[config.mk]
export PLATFORM = sky130hd
export DESIGN_NAME = fwd_hazard_tracker_flat
export DESIGN_NICKNAME = d
export VERILOG_FILES = /design/src/rtl/fwd_hazard_tracker_if.sv /design/src/rtl/fwd_hazard_tracker.sv /design/src/flat_wrapper.sv
export SDC_FILE = /design/constraint.sdc
export NUM_CORES = 1
export LEC_CHECK = 0
export CORE_MARGIN = 3
export CORE_UTILIZATION = 47
export DETAILED_ROUTE_END_ITERATION = 8
export GPL_TIMING_DRIVEN = 0
export PLACE_DENSITY = 0.82
export REMOVE_ABC_BUFFERS = 1
export SLEW_MARGIN = 10
export SYNTH_ARGS = -nofsm -noshare
export SYNTH_HDL_FRONTEND = slang
export SYNTH_SLANG_ARGS = --single-unit
[constraint.sdc]
create_clock -name clk -period 2.4 [get_ports clk]
set_input_delay 0.36 -clock clk [delete_from_list [all_inputs] [get_ports clk]]
set_output_delay 0.36 -clock clk [all_outputs]
set_load 0.01 [all_outputs]
[src/rtl/fwd_hazard_tracker_if.sv]
// Decode-to-tracker bundle.
// master : decode side. It drives the instruction fields, hold and flush,
//          and reads fwd_sel, stall and stall_cnt.
// slave  : the hazard tracker, which receives the fields and drives the results.
interface fwd_hazard_tracker_if #(
  parameter int unsigned REG_ADDR_W = 3,
  parameter int unsigned NUM_SRC    = 2,
  parameter int unsigned FWD_DEPTH  = 2,
  parameter int unsigned CNT_W      = 16
);
  localparam int unsigned SEL_W = $clog2(FWD_DEPTH + 1);

  logic                          id_valid;
  logic [NUM_SRC*REG_ADDR_W-1:0] id_src_addr;
  logic [NUM_SRC-1:0]            id_src_used;
  logic [REG_ADDR_W-1:0]         id_dst_addr;
  logic                          id_dst_wen;
  logic                          id_is_load;
  logic                          hold;
  logic                          flush;
  logic [NUM_SRC*SEL_W-1:0]      fwd_sel;
  logic                          stall;
  logic [CNT_W-1:0]              stall_cnt;

  modport master (
    output id_valid, id_src_addr, id_src_used, id_dst_addr, id_dst_wen,
           id_is_load, hold, flush,
    input  fwd_sel, stall, stall_cnt
  );

  modport slave (
    input  id_valid, id_src_addr, id_src_used, id_dst_addr, id_dst_wen,
           id_is_load, hold, flush,
    output fwd_sel, stall, stall_cnt
  );
endinterface

[src/rtl/fwd_hazard_tracker.sv]
// Operand-forwarding and load-use hazard tracker for the decode stage.
// The tracker keeps its own record of in-flight destination registers. It
// drives a per-operand forwarding select and a load-use stall, and it keeps a
// saturating count of stall cycles.
// Ports:
//   clk  : rising-edge clock
//   rst  : synchronous reset, active-high
//   bus  : fwd_hazard_tracker_if.slave (decode fields in; fwd_sel, stall and stall_cnt out)
// fwd_sel and stall are combinational from the tracked entries and the current
// decode fields, so the operand muxes see them in the same cycle.
module fwd_hazard_tracker #(
  parameter int unsigned REG_ADDR_W = 3,
  parameter int unsigned NUM_SRC    = 2,
  parameter int unsigned FWD_DEPTH  = 2,
  parameter int unsigned CNT_W      = 16
) (
  input logic                 clk,
  input logic                 rst,
  fwd_hazard_tracker_if.slave bus
);
  localparam int unsigned SEL_W = $clog2(FWD_DEPTH + 1);

  // Entry k describes the instruction that is k stages past decode.
  logic [FWD_DEPTH:1]    vld_q;
  logic                  wen_q  [1:FWD_DEPTH];
  logic                  ld_q   [1:FWD_DEPTH];
  logic [REG_ADDR_W-1:0] addr_q [1:FWD_DEPTH];
  logic [CNT_W-1:0]      cnt_q;

  logic [NUM_SRC*SEL_W-1:0] sel_c;
  logic                     hit_ld_c;
  logic                     hz_c;

  // Scan from the oldest entry to the youngest so that the youngest match overwrites older ones.
  always_comb begin
    sel_c    = '0;
    hit_ld_c = 1'b0;
    for (int i = 0; i < int'(NUM_SRC); i++) begin
      for (int k = int'(FWD_DEPTH); k >= 1; k--) begin
        if (bus.id_src_used[i] && vld_q[k] && wen_q[k] &&
            (addr_q[k] == bus.id_src_addr[i*REG_ADDR_W +: REG_ADDR_W])) begin
          sel_c[i*SEL_W +: SEL_W] = SEL_W'(int'(FWD_DEPTH) + 1 - k);
          if ((k == 1) && ld_q[1]) begin
            hit_ld_c = 1'b1;
          end
        end
      end
    end
    hz_c = bus.id_valid && !bus.flush && hit_ld_c;
  end

  assign bus.fwd_sel   = sel_c;
  assign bus.stall     = hz_c;
  assign bus.stall_cnt = cnt_q;

  // Advance the entries. A stall or a flush puts a bubble into entry 1.
  always_ff @(posedge clk) begin
    if (rst) begin
      vld_q <= '0;
      cnt_q <= '0;
    end else if (!bus.hold) begin
      for (int k = int'(FWD_DEPTH); k >= 2; k--) begin
        vld_q[k]  <= vld_q[k-1];
        wen_q[k]  <= wen_q[k-1];
        ld_q[k]   <= ld_q[k-1];
        addr_q[k] <= addr_q[k-1];
      end
      vld_q[1]  <= bus.id_valid && !bus.flush && !hz_c;
      wen_q[1]  <= bus.id_dst_wen;
      ld_q[1]   <= bus.id_is_load;
      addr_q[1] <= bus.id_dst_addr;
      if (hz_c && (cnt_q != '1)) begin
        cnt_q <= cnt_q + CNT_W'(1);
      end
    end
  end
endmodule

[src/flat_wrapper.sv]
// flat-port wrapper written by rule: the top's interface ports become plain ports
module fwd_hazard_tracker_flat 
#(
  parameter int unsigned REG_ADDR_W = 3,
  parameter int unsigned NUM_SRC    = 2,
  parameter int unsigned FWD_DEPTH  = 2,
  parameter int unsigned CNT_W      = 16
)
  (clk, rst, bus_id_valid, bus_id_src_addr, bus_id_src_used, bus_id_dst_addr, bus_id_dst_wen, bus_id_is_load, bus_hold, bus_flush, bus_fwd_sel, bus_stall, bus_stall_cnt);
  fwd_hazard_tracker_if #(.REG_ADDR_W(REG_ADDR_W), .NUM_SRC(NUM_SRC), .FWD_DEPTH(FWD_DEPTH), .CNT_W(CNT_W)) bus_i ();
  input logic clk;
  input logic rst;
  input wire logic [$bits(bus_i.id_valid)-1:0] bus_id_valid;
  input wire logic [$bits(bus_i.id_src_addr)-1:0] bus_id_src_addr;
  input wire logic [$bits(bus_i.id_src_used)-1:0] bus_id_src_used;
  input wire logic [$bits(bus_i.id_dst_addr)-1:0] bus_id_dst_addr;
  input wire logic [$bits(bus_i.id_dst_wen)-1:0] bus_id_dst_wen;
  input wire logic [$bits(bus_i.id_is_load)-1:0] bus_id_is_load;
  input wire logic [$bits(bus_i.hold)-1:0] bus_hold;
  input wire logic [$bits(bus_i.flush)-1:0] bus_flush;
  output wire logic [$bits(bus_i.fwd_sel)-1:0] bus_fwd_sel;
  output wire logic [$bits(bus_i.stall)-1:0] bus_stall;
  output wire logic [$bits(bus_i.stall_cnt)-1:0] bus_stall_cnt;
  assign bus_i.id_valid = bus_id_valid;
  assign bus_i.id_src_addr = bus_id_src_addr;
  assign bus_i.id_src_used = bus_id_src_used;
  assign bus_i.id_dst_addr = bus_id_dst_addr;
  assign bus_i.id_dst_wen = bus_id_dst_wen;
  assign bus_i.id_is_load = bus_id_is_load;
  assign bus_i.hold = bus_hold;
  assign bus_i.flush = bus_flush;
  assign bus_fwd_sel = bus_i.fwd_sel;
  assign bus_stall = bus_i.stall;
  assign bus_stall_cnt = bus_i.stall_cnt;
  fwd_hazard_tracker #(.REG_ADDR_W(REG_ADDR_W), .NUM_SRC(NUM_SRC), .FWD_DEPTH(FWD_DEPTH), .CNT_W(CNT_W)) u_core (.clk(clk), .rst(rst), .bus(bus_i));
endmodule
==> results.toml <==
# flow metrics
[logic_synthesis]
async_reset_ff_frac = 0
syn_avg_cell_area_sq_um = 9.71

[final_layout]
logic_gates = 111
largest_reg_flops = 16
nFillCells = 226

[cts]
htreeDepth = 1
path_clk_slew_ns = 0.14
cts_setup_buffers = 3

[floorplanning]
io-pin-count = 39
fp-utilization = 0.502
nWellTaps = 31

[sta]
setup_ws_ns = 0.0801
skew_ns = 0.00303
timing.setup.tns_ns = 0

[power]
p_sw_uw = 184
p_clk_frac = 0.257
max-vdd-ir-drop_uv = 319

[global_routing]
grt_pass1_vias = 1277

[worst_setup_path]
path_delay_family = "buffers and inverters"
crit_end = "bus_stall"

[placed_design]
hpwl_um = 2570

[outcome]
status = "completed"
-- power by group through the flow --
stage / sequential [mW] / clock, mW / combinational [mW]
2_1_floorplan: 0.499 / 0 / 0.0292
3_3_place_gp: 0.502 / 0 / 0.0694
3_5_place_dp: 0.502 / 0 / 0.0725
4_1_cts: 0.494 / 0.201 / 0.0782
5_1_grt: 0.495 / 0.223 / 0.0881
6_report: 0.493 / 0.199 / 0.0819
-- synthesized netlist by cell type, types with 2 or more instances --
library cell | count | area share
xnor2_1 | 6 | 0.037
and3_1 | 5 | 0.022
dfxtp_1 | 18 | 0.26
and4_1 | 3 | 0.019
nand3_1 | 8 | 0.028
nand2_1 | 9 | 0.024
nor2_1 | 5 | 0.013
nor4_1 | 2 | 0.0089
o21ai_0 | 9 | 0.032
o21ba_2 | 3 | 0.021
o31ai_1 | 3 | 0.016
clkbuf_1 | 3 | 0.0080
a21oi_1 | 11 | 0.039
or4_1 | 4 | 0.021
nor3_1 | 5 | 0.018
or3_1 | 7 | 0.031
edfxtp_1 | 9 | 0.19
xor2_1 | 6 | 0.037
nor3b_1 | 2 | 0.011
nand4_1 | 7 | 0.031
inv_1 | 2 | 0.0053
-- layer usage --
layer	GRT usage	up-vias	wire length (um)
met1	0.258	618	1410
met5	0	-	0
met3	0.0298	6	194
li1	-	634	-
met4	0.0712	0	65
met2	0.357	43	1900
-- logic make-up after synthesis --
family,Yosys count,synth area share
multiplexers,2,0.0151
buffers and inverters,7,0.0249
XOR/XNOR,12,0.0747
adder cells (fa/ha/maj),1,0.00889
AND-OR/OR-AND,30,0.137
flip-flops,27,0.448
AND/OR/NAND/NOR,66,0.292
Figure 1. Routed metal per tile.
Scale: 6 px per um. The die is cut into 12 by 12 equal tiles; white is low, dark blue is high, scaled to the fullest tile. Values are wire area over tile area, all layers added.
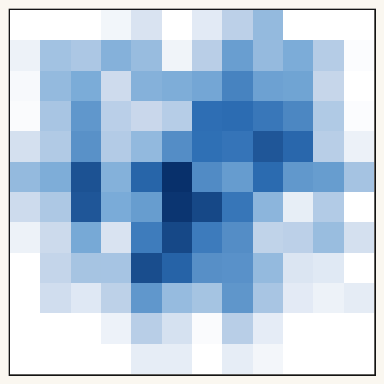
The mean over all tiles is 0.16. The densest ninth of the die: centre. 19% of the tiles are nearly empty. 28% of the tiles are over half the peak. The fullest tile reaches 0.46.
final WL: 3570 um
vias: 1,301
wire per inst: 16.4 um
gr usage total: 0.205

Figure 2. Logic cells by family.
Scale: 10 px per um.
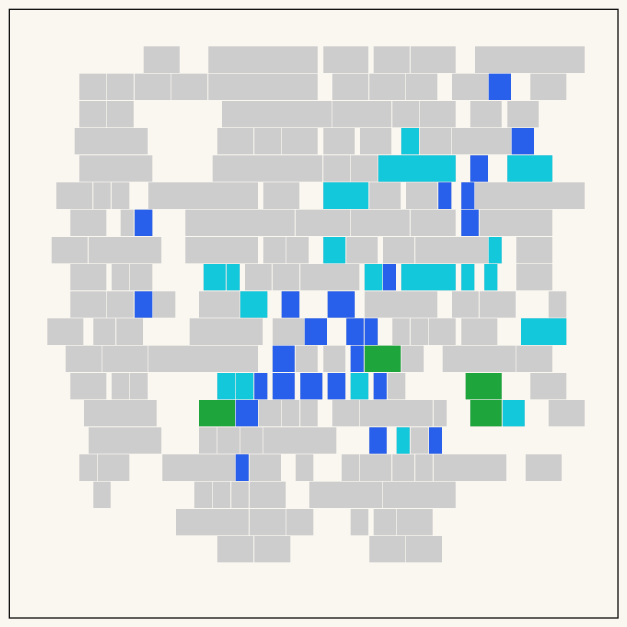
Cyan shows nor cells, cells 19. Green shows non-inverting ao/oa cells, cells 4, most used o21ba_2. Blue shows nand cells, cells 25, most used nand2_1.
fin cells: 218
most used logic cell in the final layout: clkdlybuf4s50_1
combinational share of cell area: 0.413

Figure 3. Congestion heat map.
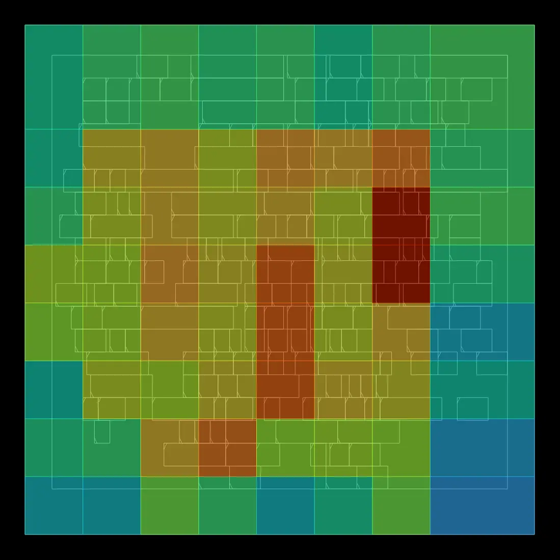
Final Util: 0.681
met3 GRT Util: 0.0298

Figure 4. Clock wires, drivers and flops.
Scale: 6 px per um.
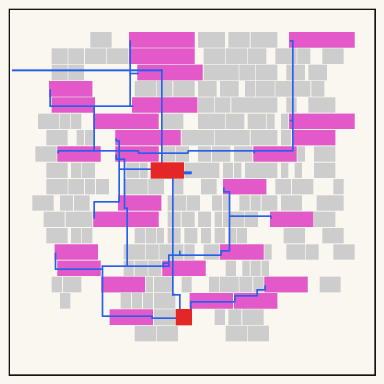
Blue shows clock wires, length 313 um. Red shows clock-net drivers, count 3. Magenta shows flip-flops, count 27.
There are 4 routed clock nets.
clock latency on the worst-skew pair: 0.33 ns
Clk power: 199 uW

Power figures rest on the tool's default switching activity, not on a simulated workload.
